==> config.mk <==
export PLATFORM = sky130hd
export DESIGN_NAME = instruction_loader_flat
export DESIGN_NICKNAME = d
export VERILOG_FILES = /design/src/rtl/instruction_loader_if.sv /design/src/rtl/instruction_loader.sv /design/src/flat_wrapper.sv
export SDC_FILE = /design/constraint.sdc
export NUM_CORES = 1
export LEC_CHECK = 0
export CELL_PAD_IN_SITES_DETAIL_PLACEMENT = 1
export CELL_PAD_IN_SITES_GLOBAL_PLACEMENT = 1
export CORE_MARGIN = 10
export CORE_UTILIZATION = 42
export CTS_CLUSTER_SIZE = 12
export DETAILED_ROUTE_END_ITERATION = 8
export HOLD_SLACK_MARGIN = 0.15
export PLACE_DENSITY = 0.81
export SKIP_LAST_GASP = 1
export SLEW_MARGIN = 15
export SYNTH_ARGS = -nofsm -noshare
export SYNTH_HDL_FRONTEND = slang
export SYNTH_SLANG_ARGS = --single-unit
==> constraint.sdc <==
create_clock -name clk -period 3.8 [get_ports clk]
set_input_delay 0.38 -clock clk [delete_from_list [all_inputs] [get_ports clk]]
set_output_delay 0.38 -clock clk [all_outputs]
set_load 0.01 [all_outputs]
==> src/rtl/instruction_loader_if.sv <==
// Byte-stream in / instruction-memory write port out bundle for instruction_loader.
// Host side drives through master; the loader attaches through slave.
interface instruction_loader_if #(
   parameter int DATA_WIDTH = 32
);
   logic                  Start;
   logic                  In_Valid;
   logic [7:0]            In_Data;
   logic                  In_Ready;
   logic                  Wr_En;
   logic [DATA_WIDTH-1:0] Wr_Address;
   logic [DATA_WIDTH-1:0] Wr_Data;
   logic                  Busy;
   logic                  Done;
   logic                  Error;

   modport master (
      output Start, In_Valid, In_Data,
      input  In_Ready, Wr_En, Wr_Address, Wr_Data,
      input  Busy, Done, Error
   );

   modport slave (
      input  Start, In_Valid, In_Data,
      output In_Ready, Wr_En, Wr_Address, Wr_Data,
      output Busy, Done, Error
   );
endinterface

==> src/rtl/instruction_loader.sv <==
// Streams a length-prefixed program image into instruction memory, MSB-first words.
// Optional trailing XOR checksum byte when LOADER_CHECKSUM_EN is defined.
module instruction_loader #(
   parameter int DATA_WIDTH = 32,
   parameter int MEM_DEPTH  = 256
) (
   input logic clk,
   input logic rst,
   instruction_loader_if.slave bus
);

   typedef enum logic [2:0] {
      IDLE,
      LEN_LO,
      LEN_HI,
      DATA,
`ifdef LOADER_CHECKSUM_EN
      CHECK,
`endif
      FINISH
   } state_t;

   state_t                state;
   state_t                state_nx;
   state_t                post;
   logic                  ready;
   logic                  busy;
   logic                  xfer;
   logic                  over;
   logic [15:0]           len;
   logic [15:0]           count;
   logic [15:0]           idx;
   logic [1:0]            bcnt;
   logic [23:0]           shift;
   logic                  wr_en;
   logic [DATA_WIDTH-1:0] wr_addr;
   logic [DATA_WIDTH-1:0] wr_data;
   logic                  error;
`ifdef LOADER_CHECKSUM_EN
   logic [7:0]            csum;

   assign post = CHECK;
`else
   assign post = FINISH;
`endif

   // len is the full count as it completes on the LEN_HI byte
   assign len  = {bus.In_Data, count[7:0]};
   assign over = 32'(len) > 32'(MEM_DEPTH);
   assign xfer = bus.In_Valid & ready;

   always_ff @(posedge clk) begin
      if (rst) state <= IDLE;
      else     state <= state_nx;
   end

   always_comb begin
      state_nx = state;
      ready    = 1'b0;
      busy     = 1'b0;
      unique case (state)
         IDLE: begin
            if (bus.Start) state_nx = LEN_LO;
         end
         LEN_LO: begin
            ready = 1'b1;
            busy  = 1'b1;
            if (bus.In_Valid) state_nx = LEN_HI;
         end
         LEN_HI: begin
            ready = 1'b1;
            busy  = 1'b1;
            if (bus.In_Valid) begin
               if (len == 16'd0) state_nx = post;
               else if (over)    state_nx = FINISH;
               else              state_nx = DATA;
            end
         end
         DATA: begin
            ready = 1'b1;
            busy  = 1'b1;
            if (bus.In_Valid && bcnt == 2'd3 &&
                idx == count - 16'd1)
               state_nx = post;
         end
`ifdef LOADER_CHECKSUM_EN
         CHECK: begin
            ready = 1'b1;
            busy  = 1'b1;
            if (bus.In_Valid) state_nx = FINISH;
         end
`endif
         FINISH: state_nx = IDLE;
         default: state_nx = IDLE;
      endcase
   end

   always_ff @(posedge clk) begin
      if (rst) begin
         count   <= '0;
         idx     <= '0;
         bcnt    <= '0;
         shift   <= '0;
         wr_en   <= 1'b0;
         wr_addr <= '0;
         wr_data <= '0;
         error   <= 1'b0;
`ifdef LOADER_CHECKSUM_EN
         csum    <= '0;
`endif
      end else begin
         wr_en <= 1'b0;
         if (state == IDLE && bus.Start) begin
            error <= 1'b0;
            idx   <= '0;
            bcnt  <= '0;
`ifdef LOADER_CHECKSUM_EN
            csum  <= '0;
`endif
         end
         if (xfer) begin
`ifdef LOADER_CHECKSUM_EN
            csum <= csum ^ bus.In_Data;
`endif
            unique case (state)
               LEN_LO: count[7:0] <= bus.In_Data;
               LEN_HI: begin
                  count[15:8] <= bus.In_Data;
                  if (over) error <= 1'b1;
               end
               DATA: begin
                  bcnt <= bcnt + 2'd1;
                  if (bcnt == 2'd3) begin
                     wr_en   <= 1'b1;
                     wr_data <= DATA_WIDTH'({shift, bus.In_Data});
                     wr_addr <= DATA_WIDTH'({idx, 2'b00});
                     idx     <= idx + 16'd1;
                  end else begin
                     shift <= {shift[15:0], bus.In_Data};
                  end
               end
`ifdef LOADER_CHECKSUM_EN
               CHECK: begin
                  if (bus.In_Data != csum) error <= 1'b1;
               end
`endif
               default: ;
            endcase
         end
      end
   end

   assign bus.In_Ready   = ready;
   assign bus.Busy       = busy;
   assign bus.Done       = (state == FINISH);
   assign bus.Wr_En      = wr_en;
   assign bus.Wr_Address = wr_addr;
   assign bus.Wr_Data    = wr_data;
   assign bus.Error      = error;

endmodule

==> src/flat_wrapper.sv <==
// flat-port wrapper written by rule: the top's interface ports become plain ports
module instruction_loader_flat 
#(
   parameter int DATA_WIDTH = 32,
   parameter int MEM_DEPTH  = 256
)
  (clk, rst, bus_Start, bus_In_Valid, bus_In_Data, bus_In_Ready, bus_Wr_En, bus_Wr_Address, bus_Wr_Data, bus_Busy, bus_Done, bus_Error);
  instruction_loader_if #(.DATA_WIDTH(DATA_WIDTH)) bus_i ();
  input logic clk;
  input logic rst;
  input wire logic [$bits(bus_i.Start)-1:0] bus_Start;
  input wire logic [$bits(bus_i.In_Valid)-1:0] bus_In_Valid;
  input wire logic [$bits(bus_i.In_Data)-1:0] bus_In_Data;
  output wire logic [$bits(bus_i.In_Ready)-1:0] bus_In_Ready;
  output wire logic [$bits(bus_i.Wr_En)-1:0] bus_Wr_En;
  output wire logic [$bits(bus_i.Wr_Address)-1:0] bus_Wr_Address;
  output wire logic [$bits(bus_i.Wr_Data)-1:0] bus_Wr_Data;
  output wire logic [$bits(bus_i.Busy)-1:0] bus_Busy;
  output wire logic [$bits(bus_i.Done)-1:0] bus_Done;
  output wire logic [$bits(bus_i.Error)-1:0] bus_Error;
  assign bus_i.Start = bus_Start;
  assign bus_i.In_Valid = bus_In_Valid;
  assign bus_i.In_Data = bus_In_Data;
  assign bus_In_Ready = bus_i.In_Ready;
  assign bus_Wr_En = bus_i.Wr_En;
  assign bus_Wr_Address = bus_i.Wr_Address;
  assign bus_Wr_Data = bus_i.Wr_Data;
  assign bus_Busy = bus_i.Busy;
  assign bus_Done = bus_i.Done;
  assign bus_Error = bus_i.Error;
  instruction_loader #(.DATA_WIDTH(DATA_WIDTH), .MEM_DEPTH(MEM_DEPTH)) u_core (.clk(clk), .rst(rst), .bus(bus_i));
endmodule
Run 1, layout detail:
Window x 49 to 79, y 49 to 79 um. Cells in grey, sequential cells in the stronger grey; small squares are vias.
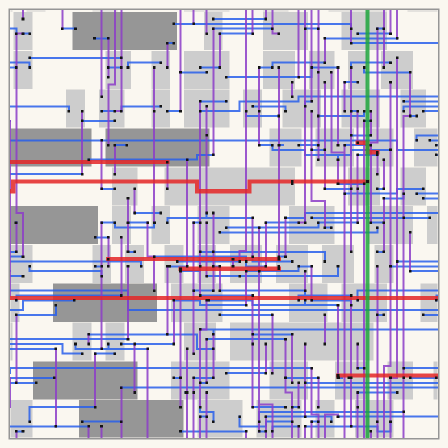
| colour | layer |
|---|---|
| red | met3 |
| blue | met1 |
| green | met4 |
| purple | met2 |
cells with their middle in the window: 65
most frequent: nand2_1 (13), dfxtp_1 (7)
netlist names of flops here include: u_core.count (7)
sequential cells in the window: 7

Run 1, routed metal per tile:
Scale: 2 px per um. The die is cut into 26 by 26 equal tiles; dark purple is low, yellow is high, scaled to the fullest tile. Values are wire area over tile area, all layers added.
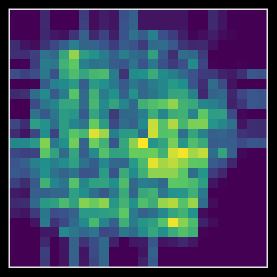
tiles over half the peak: 24%
densest ninth of the die: centre
nearly empty tiles: 24%
fullest tile: 0.45
mean over tiles: 0.14
wire length per cell: 17.5 um
total vias in the final route: 4398
total wire length after detailed routing: 14.2 mm

Run 1, cell placement:
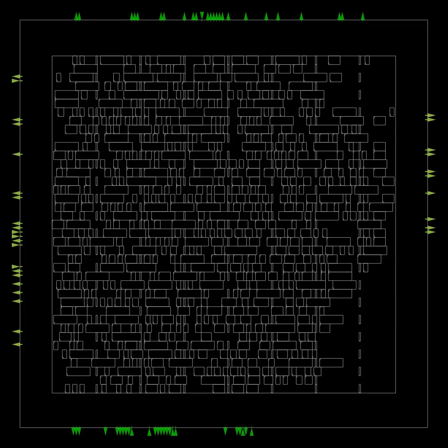
Util after Layout: 50.9%
number of standard cells in the layout, taps in and fillers out: 810
total number of placement rows: 39

==> flow_metrics.tcl, run 1 <==
# yosys + openroad results
set metrics [dict create \
    status "finished clean" \
    worst_path_largest_cell_delay_ns 0.50 \
    hold-path-cell-count 2 \
    tritoncts.num_buffers 9 \
    cts.path.max_buffers 2 \
    critPathLaunchType "register" \
    postLayoutSetupSlackWorst_ns 1.09 \
    final.fill_count 1415 \
    dp_slack_ns 0.944 \
    detailroute.wirelength.met3_um 667 \
    global_route.usage.met3_pct 3.80 \
    setup_viol 0 \
    flow.area_growth_from_synthesis_pct 18.5 \
    timing.hold.ws_ns 0.398 \
    clk_pin_slew_ns 0.07 \
    cts.repair.resized 0 \
    reg2reg_to "u_core.state[1]" \
    regToRegStartpoint "u_core.count[0]" \
    final.signal_buffer_count 69 \
    hpwl_mm 10.0 \
    groute.layer.met2.usage_pct 31.3 \
    common_cells "sky130_fd_sc_hd__nand2_1, sky130_fd_sc_hd__dfxtp_1, sky130_fd_sc_hd__a21oi_1" \
    mostFrequentLayoutCell "sky130_fd_sc_hd__nand2_1" \
    tritoncts "done" \
    synth-xor-area-share_pct 4.80 \
    yosysSeqAreaShare_pct 45.1 \
    critical_path_peak_fanout 8 \
    postPlaceCellArea_um2 5520 \
    clk_latency_ns 0.36 \
    power.static_leakage_nw 1.99 \
    worst_slew_margin_rel_pct 35.0 \
    final.setup_skew_ns 0.00541 \
    syn-mean-instance-area_um2 7.79 \
    synth_chip_area_um2 4920 \
    commonest_cells_after_routing_fill_and_taps_aside "sky130_fd_sc_hd__nand2_1, sky130_fd_sc_hd__dfxtp_1, sky130_fd_sc_hd__a21oi_1" \
    synthMuxAreaShare_pct 1.88 \
    final_layout_size_suffix_gt1_share_pct 5.10 \
    comb_area_share_pct 41.5 \
    logic_family "simple AND/OR/NAND/NOR gates" \
    top_level_pins 81 \
    hp-start "rst" \
    vias_in_the_first_global_route 4640 \
    coreArea_um2 11500 \
    violation_count_after_the_first_detailed_route_iteration 277 \
]
==> run 1: critical path, delay by kind of cell, from the launching register on <==
family | cells | cell delay [ns]
compound gates | 2 | 0.54
fa+ha+maj | 1 | 0.20
buf+inv | 1 | 0.09
flops | 1 | 0.36
simple gates | 4 | 1.40
==> run 1: report_power, final <==
group / switching [mW] / internal (mW) / leakage (nW)
logic: 0.127 / 0.0776 / 0.948
registers: 0.0195 / 1.17 / 0.895
clock network: 0.460 / 0.540 / 0.148
total: 0.606 / 1.79 / 1.99
==> run 1: registers in the layout, indices dropped and copies added (netlist names) <==
register               count
u_core.count              16
u_core.bus.Wr_Address     16
u_core.state               3
u_core.idx                16
u_core.bus.Wr_Data        32
u_core.shift              24
u_core.bus.Error           1
u_core.bcnt                2
u_core.bus.Wr_En           1
==> run 1 -> run 2 <==
CORE_UTILIZATION = 35   (was 42)
PLACE_DENSITY = 0.71   (was 0.81)
clock period = 2.19 ns   (was 3.8 ns; I/O delays follow)
==> run 2 against run 1 <==
The flow now finishes with violations (setup timing). Worst hold slack better by 0.023 ns. Synthesized cell count stayed put. Non-clock buffer count is 56 higher. Clock skew is 0.0022 ns higher. Register-to-register slack worse by 1.1 ns. Maximum frequency is 22% higher. Utilization is 4.4 points lower. Worst setup slack worse by 1.1 ns. Via count is 3.2% higher. Sequential cell count stayed put.
==> flow_metrics.tcl, run 2 <==
# yosys + openroad results
set metrics [dict create \
    power_drawn_by_the_sequential_cells_mw 2.06 \
    clk_pin_slew_ns 0.07 \
    final.fill_count 1661 \
    failed_checks "setup timing" \
    status "finished, violations left" \
    setup_viol 1 \
    detailroute.wirelength.met3_um 672 \
    clk_latency_ns 0.36 \
    routed_wirelength_mm 15.6 \
    cts.path.max_buffers 2 \
    final.setup_skew_ns 0.00760 \
    groute.layer.met2.usage_pct 28.0 \
    timing.hold.ws_ns 0.421 \
    top_level_pins 81 \
    tritoncts.num_buffers 9 \
    flow.area_growth_from_synthesis_pct 30.5 \
    global_route.usage.met3_pct 3.53 \
    hp-start "rst" \
    power.static_leakage_nw 2.28 \
    final.signal_buffer_count 125 \
    postLayoutSetupSlackWorst_ns -0.0335 \
]
[run 2: worst max-delay path, delay by kind of cell (launching register included)]
| kind | cells | cell delay (ns) |
|---|---|---|
| buffers and inverters | 1 | 0.13 |
| AND-OR/OR-AND | 1 | 0.14 |
| flip-flops | 1 | 0.36 |
| AND/OR/NAND/NOR | 5 | 1.52 |
[run 2: timing repair]
action,4_1_cts,5_1_grt
resized,22,11
setup buffers,6,4
setup endpoints to repair,3,4
pin swaps,14,6
[run 2: cell families after synthesis]
| group | count (synthesis) | share of synthesized area [%] |
|---|---|---|
| fa+ha+maj | 3 | 0.762 |
| buf+inv | 70 | 6.86 |
| xor+xnor | 27 | 4.80 |
| other cells | 1 | 0.0762 |
| compound gates | 123 | 14.3 |
| flops | 111 | 45.1 |
| mux | 9 | 1.88 |
| simple gates | 288 | 26.1 |
Run 2, selected gate families:
Scale: 3 px per um.
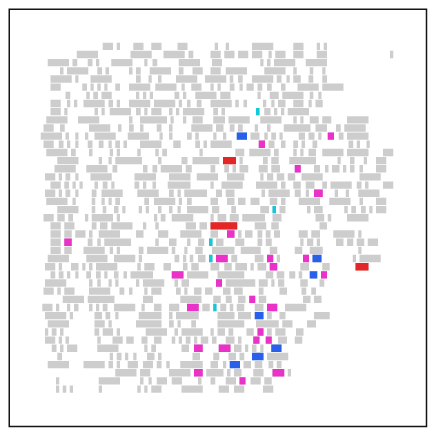
| colour | family | cells | most used |
|---|---|---|---|
| cyan | inverters | 5 | inv_1 |
| red | adder and majority cells | 3 | ha_1 |
| blue | AND-OR and OR-AND gates | 7 | a211o_1 |
| magenta | AND and OR gates | 24 | and2_1 |
combinational fraction of the cell area: 39.6%
commonest non-fill, non-tap cell in the layout: sky130_fd_sc_hd__nand2_1
number of standard cells in the layout, taps in and fillers out: 902

Power figures rest on the tool's default switching activity, not on a simulated workload.
